Design mem_arbiter_flat, sky130hd; sources not shown.
Fig. 1: met1 routing
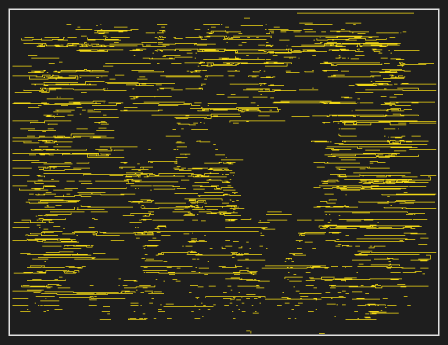
The layer holds 45% of the routed length. The layer carries 7970 um of wire.
post-detailed-routing wire length: 17900 um
M1 GR Usage: 18.9%
DR vias: 4657

Fig. 2: sequential cells grouped by signal name
Other sequential cells in the stronger gray, the rest of the logic in the fainter gray.
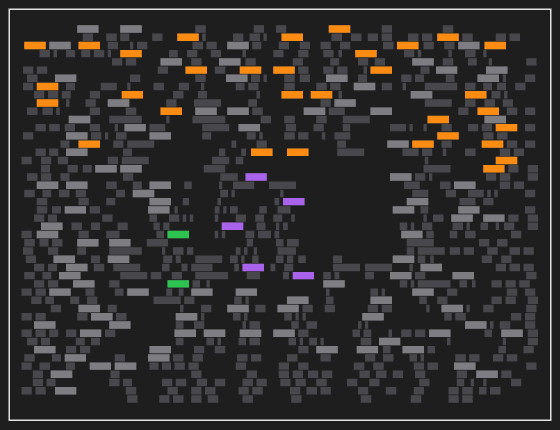
Key: u_core.bus.if_rdata_o = orange [sequential cells 32]; u_core.cnt_q = purple [sequential cells 5, where center]; u_core.state_q = green [sequential cells 2]
sequential cell power: 0.00257 W
register area: 2760 sq um

Fig. 3: clock network drawn from the DEF
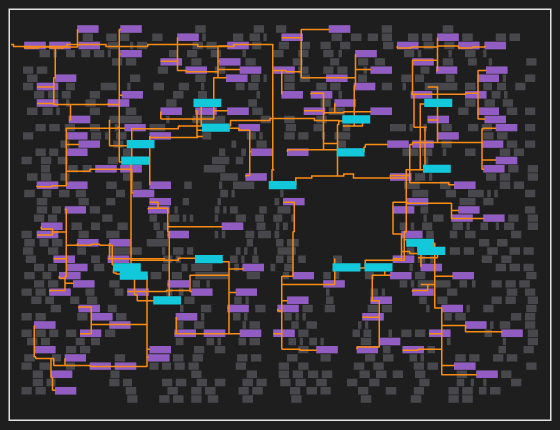
Key: cells driving clock nets = cyan [count 17]; clock wires = orange [length 2100 um]; flip-flops = purple [count 138]
Position of the flops: widely spread.
Clock group: 0.00315 W
power share of the clock group: 46.7%

Fig. 4: track usage over the die
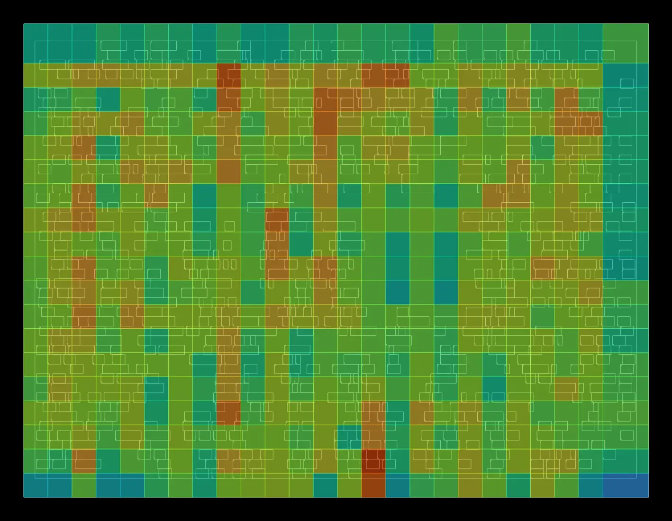
Total GRT Usage: 14.8%
DR WL/cell: 17.6 um

Fig. 5: port wiring
Bar = 50 um.
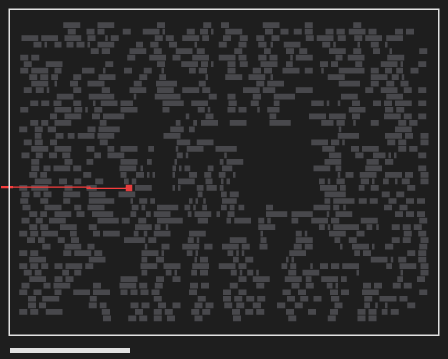
Key: bus_if_ack_o = red [bits 1, direction output, end cells 1, wire 50.0 um]
Boundary Pins: 268
port bufs: 267

==> impl_metrics.toml <==
# generated from flow reports
[synthesis]
netlist_area_sq_um = 5140
top_area_cell = "dfxtp_1"
top_area_share_pct = 53.7
yosysWarnings = 0
yosys_area_sq_um = 5140
synth_flops = 138
avgSynthCellArea_sq_um = 11.1
synth-seq-area-share_pct = 53.7
synthArstFlopShare_pct = 0
top_cell = "dfxtp_1"
yosys_most_used_dff = "dfxtp_1"
yosys-top-cells-area = "dfxtp_1 (54%), a32o_1 (6.4%), mux2i_1 (6.2%), a22o_1 (5.8%), a211oi_1 (4.8%)"
yosysCellCount = 463
synth-edff-count = 0
synth_cell_type_count = 38
synthTopCellsByCount = "dfxtp_1 (138), nor2_1 (41), nand2_1 (37)"
fp_nets = 600
synthCells = 463

[cts]
cts.htree.levels = 4
clock_path_buffers = 2
cts_num_sinks = 138
numCtsBuffers = 17
cts_tree = "done"
clk_pin_slew_ns = 0.06
cts_root_buf = "clkbuf_16"
clock_latency_ns = 0.41
post-cts-setup-buffer-count = 0

[final_timing]
setup_ws_ns = 0.158
fin_crit_ns = 2.14
setup_violations = 0
max_freq_ghz = 0.467
finalSetupTns_ns = 0
fin_crit_sh_pct = 93.1
slew_headroom_pct = 54.0
skew_ns = 0.0121
fin_hold_ws_ns = 0.444
rsz0062_at_grt = "false"
tightest_slew_ns = 0.690
drv_slew = 0
hold_viol_final = 0

[placed_design]
place_worst_setup_slack_ns = 0.124
place_inst = 987
place.gp.congestion = 0.722
dpl.hpwl_um = 12900
placed_area_sq_um = 8060

[setup_path]
crit_path_max_incr_delay_ns = 0.63
worst_setup_path_end_kind = "primary output"
cp_data_arrival_time_ns = 1.68
cp_max_fo = 4
r2r_slack_ns = 0.16
required_ns = 1.84
reg2regPathDepth = 7
crit_type = "flop to primary output"
path_cells = "inv_1, and3_1, clkdlybuf4s50_1"
start_kind = "flop"
slowest_stage = "clkdlybuf4s50_1"

[pwr]
total_power_w = 0.00674
power.density_nw_per_um2 = 771
vdd_ir_drop_max_mv = 0.411
p_leak_nw = 3.28

[layout]
antenna_cells = 0
final_util_pct = 40.6
fin_cells = 1019
fill_cells = 2364
final_layout_size_suffix_gt1_share_pct = 8.89
area_growth_pct = 69.9
comb_area_sq_um = 2130
final_nets = 855
final_area_sq_um = 8740

[detailed_routing]
viasPerCell = 4.57
remaining_drc_errors = 0
drtIter0Drc = 158
drtAntennaViolNets = 0
first_pass_iters = 4

[die]
coreArea_sq_um = 21500
placementRows = 46
initCoreUtil_pct = 23.9
die_h_um = 135
chip_area_sq_um = 24200
die_w_um = 179

[global_route]
grt_overflow = 0
antenna_found_initial = 0
grt_max_degree = 67
grt_pass1_vias = 5046
grt_pass1_wl_um = 28000

[flow_run]
cap_viol_max_count = 0
warnings = 27

[worst_hold_path]
hold_class = "primary input to flop"
min_path_cells = 3

[run_status]
status = "finished clean"
worst max-delay path, delay by kind of cell (launching register included):
kind	cells	cell delay, ns
simple gates	1	0.18
flops	1	0.34
buf+inv	2	0.74
power breakdown:
| part | leakage [nW] | switching (W) | internal [W] | total (W) |
|---|---|---|---|---|
| clock | 0.319 | 0.00110 | 0.00205 | 0.00315 |
| combinational | 1.84 | 0.000486 | 0.000533 | 0.00102 |
| sequential | 1.12 | 0.0000640 | 0.00251 | 0.00257 |
| total | 3.28 | 0.00165 | 0.00509 | 0.00674 |
layout by cell type, fill, tap and decap left out, drive strengths merged, types with 2 or more instances in the layout:
master	count
nand3	2
or2	2
and3	4
o2bb2ai	32
inv	8
o31ai	2
a32o	33
o21ai	7
buf	13
and2b	2
o22ai	2
mux2i	32
nand2	37
clkdlybuf4s50	262
dfxtp	138
a22o	35
clkbuf	19
nor2	41
clkinvlp	2
bufinv	6
dlymetal6s2s	2
clkinv	2
a211oi	33
o211a	2
ha	2
a21oi	2
what timing repair did:
action                                  4_1_cts  5_1_grt
gates resized                                 0        2
endpoints found under the setup margin        0        2
hold buffers                                  0        0
per-layer routing:
layer / vias up / track usage [%] / wire, um / share of wire, %
met5: - / 0 / 0 / 0
li1: 2254 / - / - / -
met1: 2230 / 18.9 / 7970 / 45
met3: 10 / 6.16 / 1610 / 9.0
met4: 0 / 3.50 / 120 / 0.67
met2: 163 / 23.2 / 8190 / 46
cell families after synthesis:
group	synth area share, %
xor gates and xnor gates	0.170
buffers and inverters	4.94
DFF	53.7
and+or+nand+nor	8.01
adders and majority gates	0.487
muxes	6.23
AOI/OAI and AO/OA	26.4
cell type report:
type,instances,area share [%]
inverters,5,0.215
repair buffers,277,31.9
clock inverters,13,2.74
well taps,288,4.12
flip-flops and latches,138,31.6
multi-input cells,279,24.4
clock buffers,19,4.96
Power figures rest on the tool's default switching activity, not on a simulated workload.
